File: config.mk
export PLATFORM = sky130hd
export DESIGN_NAME = pipe_ctrl_flat
export DESIGN_NICKNAME = d
export VERILOG_FILES = /design/src/rtl/pipe_ctrl_if.sv /design/src/rtl/pipe_ctrl.sv /design/src/flat_wrapper.sv
export SDC_FILE = /design/constraint.sdc
export NUM_CORES = 1
export LEC_CHECK = 0
export ABC_AREA = 0
export CORE_ASPECT_RATIO = 0.9
export CORE_UTILIZATION = 28
export CTS_BUF_LIST = sky130_fd_sc_hd__clkbuf_2 sky130_fd_sc_hd__clkbuf_4 sky130_fd_sc_hd__clkbuf_8
export DETAILED_ROUTE_END_ITERATION = 8
export PLACE_DENSITY = 0.67
export SETUP_SLACK_MARGIN = 0.2
export SLEW_MARGIN = 20
export SYNTH_ARGS = -nofsm -noshare
export SYNTH_HDL_FRONTEND = slang
export SYNTH_SLANG_ARGS = --single-unit
File: constraint.sdc
create_clock -name clk -period 3.9 [get_ports clk]
set_input_delay 1.17 -clock clk [delete_from_list [all_inputs] [get_ports clk]]
set_output_delay 1.17 -clock clk [all_outputs]
set_load 0.005 [all_outputs]
File: src/rtl/pipe_ctrl_if.sv
// pipe_ctrl_if -- pipeline hazard/control bundle between the datapath and
// the pipe_ctrl hazard controller.
//
// Signals (direction as seen by the controller, modport slave):
//   in : imem_read, imem_resp            fetch request / fetch data valid
//   in : dmem_req, dmem_resp             EX/MEM data access / completion
//   in : idex_mem_read, idex_dest[2:0]   load sitting in ID/EX and its dest
//   in : ifid_src1/2[2:0], ifid_uses_src1/2  IF/ID sources and use flags
//   in : br_taken, br_target[15:0]       taken transfer resolved in EX/MEM
//   out: load_pc, pc_redirect, redirect_pc[15:0]
//   out: ifid/idex/exme/mewb _load, _clear   stage enables (clear wins)
//   out: stall_cycles[15:0], flush_count[15:0] performance counters
// modport master is the datapath side, modport slave the controller.
interface pipe_ctrl_if;
    logic        imem_read;
    logic        imem_resp;
    logic        dmem_req;
    logic        dmem_resp;
    logic        idex_mem_read;
    logic [2:0]  idex_dest;
    logic [2:0]  ifid_src1;
    logic [2:0]  ifid_src2;
    logic        ifid_uses_src1;
    logic        ifid_uses_src2;
    logic        br_taken;
    logic [15:0] br_target;
    logic        load_pc;
    logic        pc_redirect;
    logic [15:0] redirect_pc;
    logic        ifid_load;
    logic        idex_load;
    logic        exme_load;
    logic        mewb_load;
    logic        ifid_clear;
    logic        idex_clear;
    logic        exme_clear;
    logic        mewb_clear;
    logic [15:0] stall_cycles;
    logic [15:0] flush_count;

    modport master (
        output imem_read, imem_resp, dmem_req, dmem_resp,
               idex_mem_read, idex_dest, ifid_src1, ifid_src2,
               ifid_uses_src1, ifid_uses_src2, br_taken, br_target,
        input  load_pc, pc_redirect, redirect_pc,
               ifid_load, idex_load, exme_load, mewb_load,
               ifid_clear, idex_clear, exme_clear, mewb_clear,
               stall_cycles, flush_count
    );

    modport slave (
        input  imem_read, imem_resp, dmem_req, dmem_resp,
               idex_mem_read, idex_dest, ifid_src1, ifid_src2,
               ifid_uses_src1, ifid_uses_src2, br_taken, br_target,
        output load_pc, pc_redirect, redirect_pc,
               ifid_load, idex_load, exme_load, mewb_load,
               ifid_clear, idex_clear, exme_clear, mewb_clear,
               stall_cycles, flush_count
    );
endinterface

File: src/rtl/pipe_ctrl.sv
// pipe_ctrl -- hazard and redirect controller for a 4-register pipeline.
//
// Ports:
//   clk   : sole clock, rising edge
//   reset : asynchronous, active-low
//   bus   : pipe_ctrl_if.slave (hazard inputs, PC/stage controls, counters)
//
// States: RUN, DRAIN (a taken branch arrived while a fetch was still
// outstanding; the target is held until the fetch returns, then redirected).
// All outputs are combinational from state, held target and current inputs.
//
// Build option: define PIPE_CTRL_PERF_EN to build the saturating
// stall_cycles / flush_count counters; otherwise both read as zero.
module pipe_ctrl (
    input logic      clk,
    input logic      reset,
    pipe_ctrl_if.slave bus
);
    localparam logic [0:0] ST_RUN   = 1'b0;
    localparam logic [0:0] ST_DRAIN = 1'b1;

    logic [0:0]  state_q, state_d;
    logic [15:0] target_q, target_d;

    logic imiss, dmiss, luh;
    logic load_pc, pc_redirect;
    logic [15:0] redirect_pc;
    logic ifid_load, idex_load, exme_load, mewb_load;
    logic ifid_clear, idex_clear, exme_clear, mewb_clear;

    // R0 takes part in the load-use compare like any other register.
    assign imiss = bus.imem_read & ~bus.imem_resp;
    assign dmiss = bus.dmem_req & ~bus.dmem_resp;
    assign luh   = bus.idex_mem_read &
                   ((bus.ifid_uses_src1 & (bus.ifid_src1 == bus.idex_dest)) |
                    (bus.ifid_uses_src2 & (bus.ifid_src2 == bus.idex_dest)));

    always_comb begin
        state_d     = state_q;
        target_d    = target_q;
        load_pc     = 1'b1;
        pc_redirect = 1'b0;
        redirect_pc = (state_q == ST_DRAIN) ? target_q : bus.br_target;
        ifid_load   = 1'b1;
        idex_load   = 1'b1;
        exme_load   = 1'b1;
        mewb_load   = 1'b1;
        ifid_clear  = 1'b0;
        idex_clear  = 1'b0;
        exme_clear  = 1'b0;
        mewb_clear  = 1'b0;

        if (!reset) begin
            load_pc    = 1'b0;
            ifid_load  = 1'b0;
            idex_load  = 1'b0;
            exme_load  = 1'b0;
            mewb_load  = 1'b0;
            ifid_clear = 1'b1;
            idex_clear = 1'b1;
            exme_clear = 1'b1;
            mewb_clear = 1'b1;
        end else if (state_q == ST_DRAIN) begin
            // Younger stages hold wrong-path work until the redirect lands.
            ifid_clear = 1'b1;
            idex_clear = 1'b1;
            if (dmiss) begin
                exme_load  = 1'b0;
                mewb_clear = 1'b1;
            end
            if (bus.imem_resp) begin
                pc_redirect = 1'b1;
                state_d     = ST_RUN;
            end else begin
                load_pc = 1'b0;
            end
        end else begin
            if (dmiss) begin
                // Whole pipe frozen; WB gets a bubble each stalled cycle.
                load_pc    = 1'b0;
                ifid_load  = 1'b0;
                idex_load  = 1'b0;
                exme_load  = 1'b0;
                mewb_clear = 1'b1;
            end else if (bus.br_taken) begin
                ifid_clear = 1'b1;
                idex_clear = 1'b1;
                exme_clear = 1'b1;
                if (imiss) begin
                    load_pc  = 1'b0;
                    target_d = bus.br_target;
                    state_d  = ST_DRAIN;
                end else begin
                    pc_redirect = 1'b1;
                end
            end else if (luh || imiss) begin
                load_pc    = 1'b0;
                ifid_load  = 1'b0;
                idex_clear = 1'b1;
            end
        end
    end

    always_ff @(posedge clk or negedge reset) begin
        if (!reset) begin
            state_q  <= ST_RUN;
            target_q <= '0;
        end else begin
            state_q  <= state_d;
            target_q <= target_d;
        end
    end

`ifdef PIPE_CTRL_PERF_EN
    logic [15:0] stall_q, flush_q;

    always_ff @(posedge clk or negedge reset) begin
        if (!reset) begin
            stall_q <= '0;
            flush_q <= '0;
        end else begin
            if (!load_pc && stall_q != '1)
                stall_q <= stall_q + 16'd1;
            if (pc_redirect && flush_q != '1)
                flush_q <= flush_q + 16'd1;
        end
    end

    assign bus.stall_cycles = stall_q;
    assign bus.flush_count  = flush_q;
`else
    assign bus.stall_cycles = '0;
    assign bus.flush_count  = '0;
`endif

    assign bus.load_pc     = load_pc;
    assign bus.pc_redirect = pc_redirect;
    assign bus.redirect_pc = redirect_pc;
    assign bus.ifid_load   = ifid_load;
    assign bus.idex_load   = idex_load;
    assign bus.exme_load   = exme_load;
    assign bus.mewb_load   = mewb_load;
    assign bus.ifid_clear  = ifid_clear;
    assign bus.idex_clear  = idex_clear;
    assign bus.exme_clear  = exme_clear;
    assign bus.mewb_clear  = mewb_clear;
endmodule
File: src/flat_wrapper.sv
// flat-port wrapper written by rule: the top's interface ports become plain ports
module pipe_ctrl_flat 
  (clk, reset, bus_imem_read, bus_imem_resp, bus_dmem_req, bus_dmem_resp, bus_idex_mem_read, bus_idex_dest, bus_ifid_src1, bus_ifid_src2, bus_ifid_uses_src1, bus_ifid_uses_src2, bus_br_taken, bus_br_target, bus_load_pc, bus_pc_redirect, bus_redirect_pc, bus_ifid_load, bus_idex_load, bus_exme_load, bus_mewb_load, bus_ifid_clear, bus_idex_clear, bus_exme_clear, bus_mewb_clear, bus_stall_cycles, bus_flush_count);
  pipe_ctrl_if bus_i ();
  input logic clk;
  input logic reset;
  input wire logic [$bits(bus_i.imem_read)-1:0] bus_imem_read;
  input wire logic [$bits(bus_i.imem_resp)-1:0] bus_imem_resp;
  input wire logic [$bits(bus_i.dmem_req)-1:0] bus_dmem_req;
  input wire logic [$bits(bus_i.dmem_resp)-1:0] bus_dmem_resp;
  input wire logic [$bits(bus_i.idex_mem_read)-1:0] bus_idex_mem_read;
  input wire logic [$bits(bus_i.idex_dest)-1:0] bus_idex_dest;
  input wire logic [$bits(bus_i.ifid_src1)-1:0] bus_ifid_src1;
  input wire logic [$bits(bus_i.ifid_src2)-1:0] bus_ifid_src2;
  input wire logic [$bits(bus_i.ifid_uses_src1)-1:0] bus_ifid_uses_src1;
  input wire logic [$bits(bus_i.ifid_uses_src2)-1:0] bus_ifid_uses_src2;
  input wire logic [$bits(bus_i.br_taken)-1:0] bus_br_taken;
  input wire logic [$bits(bus_i.br_target)-1:0] bus_br_target;
  output wire logic [$bits(bus_i.load_pc)-1:0] bus_load_pc;
  output wire logic [$bits(bus_i.pc_redirect)-1:0] bus_pc_redirect;
  output wire logic [$bits(bus_i.redirect_pc)-1:0] bus_redirect_pc;
  output wire logic [$bits(bus_i.ifid_load)-1:0] bus_ifid_load;
  output wire logic [$bits(bus_i.idex_load)-1:0] bus_idex_load;
  output wire logic [$bits(bus_i.exme_load)-1:0] bus_exme_load;
  output wire logic [$bits(bus_i.mewb_load)-1:0] bus_mewb_load;
  output wire logic [$bits(bus_i.ifid_clear)-1:0] bus_ifid_clear;
  output wire logic [$bits(bus_i.idex_clear)-1:0] bus_idex_clear;
  output wire logic [$bits(bus_i.exme_clear)-1:0] bus_exme_clear;
  output wire logic [$bits(bus_i.mewb_clear)-1:0] bus_mewb_clear;
  output wire logic [$bits(bus_i.stall_cycles)-1:0] bus_stall_cycles;
  output wire logic [$bits(bus_i.flush_count)-1:0] bus_flush_count;
  assign bus_i.imem_read = bus_imem_read;
  assign bus_i.imem_resp = bus_imem_resp;
  assign bus_i.dmem_req = bus_dmem_req;
  assign bus_i.dmem_resp = bus_dmem_resp;
  assign bus_i.idex_mem_read = bus_idex_mem_read;
  assign bus_i.idex_dest = bus_idex_dest;
  assign bus_i.ifid_src1 = bus_ifid_src1;
  assign bus_i.ifid_src2 = bus_ifid_src2;
  assign bus_i.ifid_uses_src1 = bus_ifid_uses_src1;
  assign bus_i.ifid_uses_src2 = bus_ifid_uses_src2;
  assign bus_i.br_taken = bus_br_taken;
  assign bus_i.br_target = bus_br_target;
  assign bus_load_pc = bus_i.load_pc;
  assign bus_pc_redirect = bus_i.pc_redirect;
  assign bus_redirect_pc = bus_i.redirect_pc;
  assign bus_ifid_load = bus_i.ifid_load;
  assign bus_idex_load = bus_i.idex_load;
  assign bus_exme_load = bus_i.exme_load;
  assign bus_mewb_load = bus_i.mewb_load;
  assign bus_ifid_clear = bus_i.ifid_clear;
  assign bus_idex_clear = bus_i.idex_clear;
  assign bus_exme_clear = bus_i.exme_clear;
  assign bus_mewb_clear = bus_i.mewb_clear;
  assign bus_stall_cycles = bus_i.stall_cycles;
  assign bus_flush_count = bus_i.flush_count;
  pipe_ctrl u_core (.clk(clk), .reset(reset), .bus(bus_i));
endmodule
==> flow_metrics.env, run 1 <==
# flow metrics
export IMPL_reg2reg_from="u_core.state_q$_DFFE_PN0P_"
export IMPL_comb_power_w=0.000218
export IMPL_rsz0062_at_grt="true"
export IMPL_pg_seq_w=0.000239
export IMPL_p_per_area_mw_per_mm2=299
export IMPL_syn_area_per_cell_sq_um=10.9
export IMPL_grt_antenna_before_repair=0
export IMPL_worstHoldStart="u_core.target_q[1]$_DFFE_PN0P_"
export IMPL_yosys_area_top_type="dfrtp_1"
export IMPL_post_cts_setup_buffer_count=0
export IMPL_met2_length_microns=1200
export IMPL_htree_num_levels=1
export IMPL_syn_to_final_growth_pct=50.4
export IMPL_fillers=439
export IMPL_root_buffer="clkbuf_8"
export IMPL_mostFrequentLayoutCells="clkdlybuf4s50_1 (48), conb_1 (32), mux2_2 (23), dfrtp_1 (17), dlygate4sd2_1 (10)"
export IMPL_logic_area_sq_um=742
export IMPL_top_cell_area_share=0.326
export IMPL_simple_gate_share=0.0872
export IMPL_post_place_ws_ps=-43.5
export IMPL_ioPinCount=93
export IMPL_cp_required_ps=2730
export IMPL_fin_setup_tns_ps=0
export IMPL_outcome="complete, no violations"
export IMPL_top_usage_layer="met2"
export IMPL_use_met1=0.134
export IMPL_min_to="u_core.target_q[1]$_DFFE_PN0P_"
export IMPL_synth_flops=17
export IMPL_skew_ps=1.46
export IMPL_topCellsByArea="dfrtp_1 (33%), mux2_2 (20%), buf_4 (19%), mux2_4 (10%), xnor2_1 (4.0%)"
export IMPL_worstPathMaxFanout=4
export IMPL_r2r_setup_slack_ps=2300
export IMPL_arrival_ps=2550
export IMPL_post_drt_wl_per_cell_microns=10.7
export IMPL_cts_buffers=3
export IMPL_largest_reg_flops=16
export IMPL_clk_latency_ps=250
export IMPL_whs_ps=504
export IMPL_top_logic_kind="multiplexers"
export IMPL_gp_congestion=0.705
export IMPL_clk_power_w=0.000131
export IMPL_ff_type="dfrtp_1"
export IMPL_yosysWarnings=0
export IMPL_crit_chain="clkdlybuf4s50_1 > o21ai_2 > buf_4 > inv_1 > clkdlybuf4s50_1"
export IMPL_initCoreUtil=0.293
export IMPL_route_met3_wl_microns=329
export IMPL_clkPwrFrac=0.223
**Run 1: signal wires on met2**

Scale bar: 20 microns.
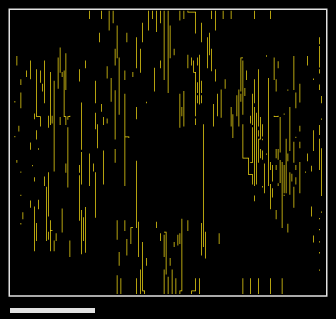
- main direction: vertical
- longest straight run: 28.6 microns
GR Layer Usage met2: 0.191
Routed Wire Length: 2680 microns
vias: 1005

**Run 1: M3 wires**

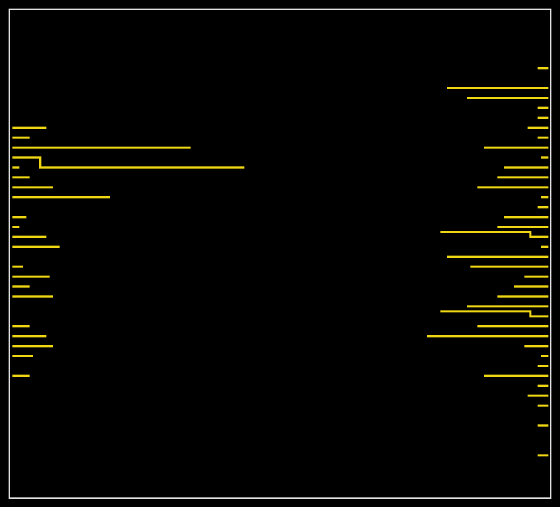
- longest straight run: 27.8 microns
- main direction: horizontal
- nets with wire on the layer: 57
met3 GRT Util: 0.0348

**Run 1: gate families picked out**

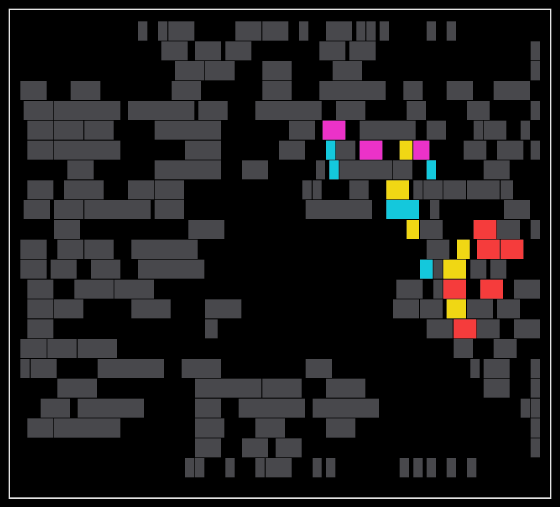
- cyan: NOR gates (cells 5)
- yellow: inverting AOI/OAI gates (cells 6; where right middle)
- red: XOR/XNOR gates (cells 6; where right middle)
- magenta: AND and OR gates (cells 3)

==> inputs of run 2 (changes only) <==
CORE_UTILIZATION = 25   (was 28)
PLACE_DENSITY = default   (was 0.67)
REMOVE_ABC_BUFFERS = 1   (was default)
**Run 2: port wiring**

Scale bar: 20 microns.
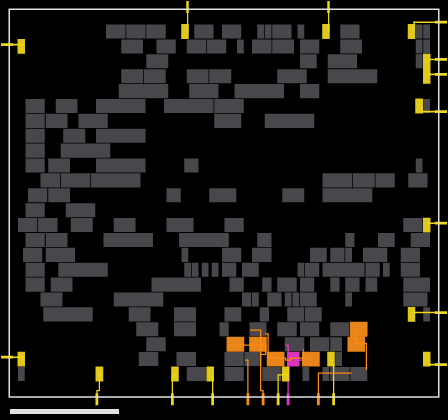
- magenta: bus_ifid_uses_src1 (bits 1; direction input; end cells 1; buffers 1; wire 12.4 microns)
- yellow: bus_flush_count (bits 16; direction output; end cells 16; buffers 0; wire 54.1 microns)
- orange: bus_idex_dest (bits 3; direction input; end cells 6; buffers 3; wire 61.5 microns)
Port Buffers: 60
Top Ports: 93

**Run 2: gate families picked out**

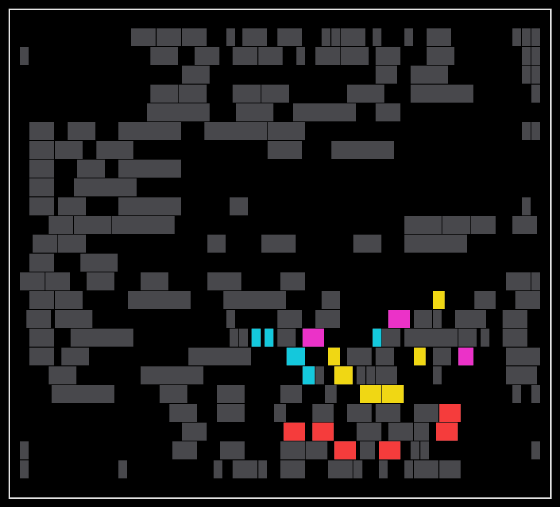
- magenta: AND and OR gates (cells 3)
- red: XOR/XNOR gates (cells 6)
- yellow: inverting AOI/OAI gates (cells 6)
- cyan: NOR gates (cells 5)

**Run 2: signal wires on met2**

Scale bar: 20 microns.
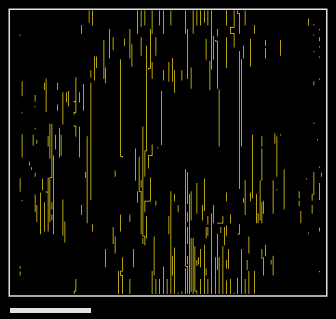
- share of all routed wire: 49%
- main direction: vertical
- nets with wire on the layer: 198

==> run 2 against run 1 <==
  * Clock skew grew 2.3 ps
  * Synthesized cell count did not move
  * Total power up 0.71%
  * Non-clock buffer count did not move
  * Clock power increased by 4%
  * Sequential share of layout area increased by 0.055 points
  * First-iteration DRC count rose by 56%
  * Synthesized area did not move
  * Global-route usage down 0.54 points
  * Combinational power decreased by 2%
  * Critical path depth unchanged
==> flow_metrics.env, run 2 <==
# flow metrics
export IMPL_outcome="complete, no violations"
export IMPL_syn_to_final_growth_pct=50.0
export IMPL_fin_setup_tns_ps=0
export IMPL_clk_power_w=0.000136
export IMPL_post_cts_setup_buffer_count=0
export IMPL_clk_latency_ps=250
export IMPL_whs_ps=504
export IMPL_p_per_area_mw_per_mm2=302
export IMPL_gp_congestion=0.698
export IMPL_met2_length_microns=1340
export IMPL_worstHoldStart="u_core.target_q[1]$_DFFE_PN0P_"
export IMPL_top_cell_area_share=0.326
export IMPL_htree_num_levels=1
export IMPL_route_met3_wl_microns=182
export IMPL_cp_required_ps=2730
export IMPL_use_met1=0.142
export IMPL_skew_ps=3.72
export IMPL_cts_buffers=3
export IMPL_syn_area_per_cell_sq_um=10.9
export IMPL_r2r_setup_slack_ps=2040
export IMPL_comb_power_w=0.000214
export IMPL_logic_area_sq_um=737
export IMPL_topCellsByArea="dfrtp_1 (33%), mux2_2 (20%), buf_4 (19%), mux2_4 (10%), xnor2_1 (4.0%)"
export IMPL_fillers=520
export IMPL_top_usage_layer="met2"
export IMPL_reg2reg_from="u_core.state_q$_DFFE_PN0P_"
==> inputs of run 3 (changes only) <==
CTS_BUF_LIST = sky130_fd_sc_hd__clkbuf_4 sky130_fd_sc_hd__clkbuf_8   (was sky130_fd_sc_hd__clkbuf_2 sky130_fd_sc_hd__clkbuf_4 sky130_fd_sc_hd__clkbuf_8)
**Run 3: gate families picked out**

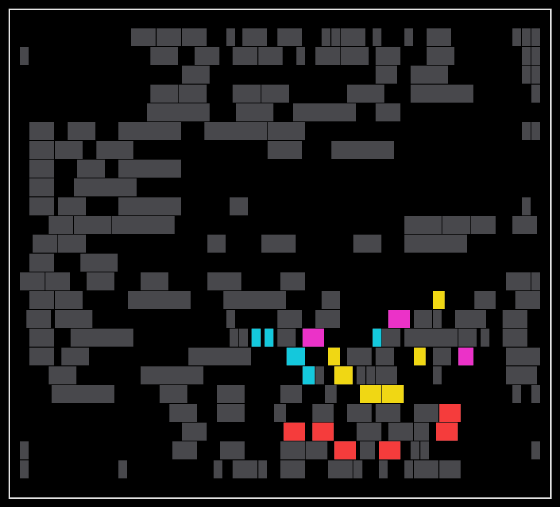
fraction of area in multi-input gates: 0.376
most frequent logic cell in the layout: clkdlybuf4s50_1
Post-Layout Cell Count: 253

**Run 3: signal wires on met2**

Scale bar: 20 microns.
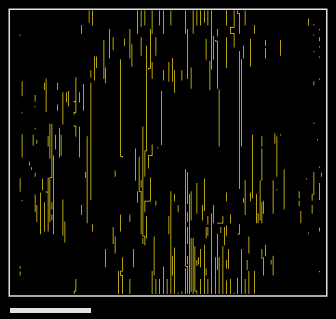
- nets with wire on the layer: 198
- longest straight run: 34.0 microns
- share of all routed wire: 49%
- main direction: vertical
- wire length on this layer: 1340 microns
Routed Wire Length: 2740 microns
GR Layer Usage met2: 0.171
vias: 967

**Run 3: M3 wires**

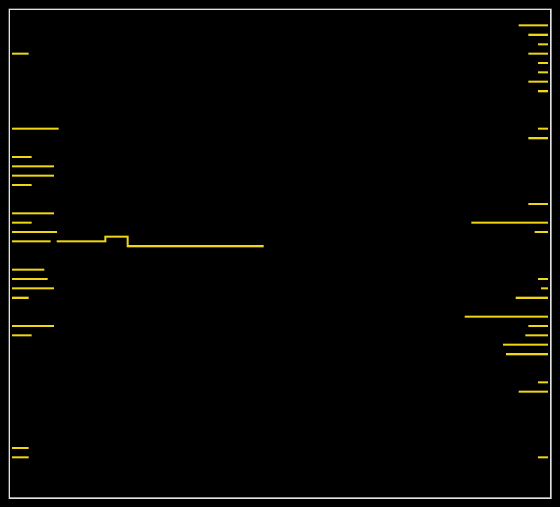
- wire length on this layer: 182 microns
- main direction: horizontal
- share of all routed wire: 6.7%
- longest straight run: 19.5 microns

==> run 3 against run 2 <==
  * Total power unchanged
  * Sequential cell count unchanged
  * Critical endpoint unchanged
  * Combinational power about the same
  * Final cell count unchanged
  * Highest routed layer unchanged
==> flow_metrics.env, run 3 <==
# flow metrics
export IMPL_outcome="complete, no violations"
export IMPL_synth_flops=17
export IMPL_crit_chain="clkdlybuf4s50_1 > nand2b_4 > o21ai_1 > inv_1 > clkdlybuf4s50_1"
export IMPL_route_met3_wl_microns=182
export IMPL_met2_length_microns=1340
export IMPL_top_cell_area_share=0.326
export IMPL_min_to="u_core.target_q[1]$_DFFE_PN0P_"
export IMPL_clk_power_w=0.000136
export IMPL_syn_area_per_cell_sq_um=10.9
export IMPL_post_drt_wl_per_cell_microns=10.8
export IMPL_clkPwrFrac=0.231
export IMPL_worstHoldStart="u_core.target_q[1]$_DFFE_PN0P_"
export IMPL_clk_latency_ps=250
export IMPL_logic_area_sq_um=737
export IMPL_topCellsByArea="dfrtp_1 (33%), mux2_2 (20%), buf_4 (19%), mux2_4 (10%), xnor2_1 (4.0%)"
export IMPL_rsz0062_at_grt="false"
export IMPL_cp_required_ps=2730
export IMPL_largest_reg_flops=16
export IMPL_cts_buffers=3
export IMPL_post_place_ws_ps=-23.1
export IMPL_port_buffers=60
export IMPL_worstPathMaxFanout=6
Power is estimated from default activity; no workload was simulated.
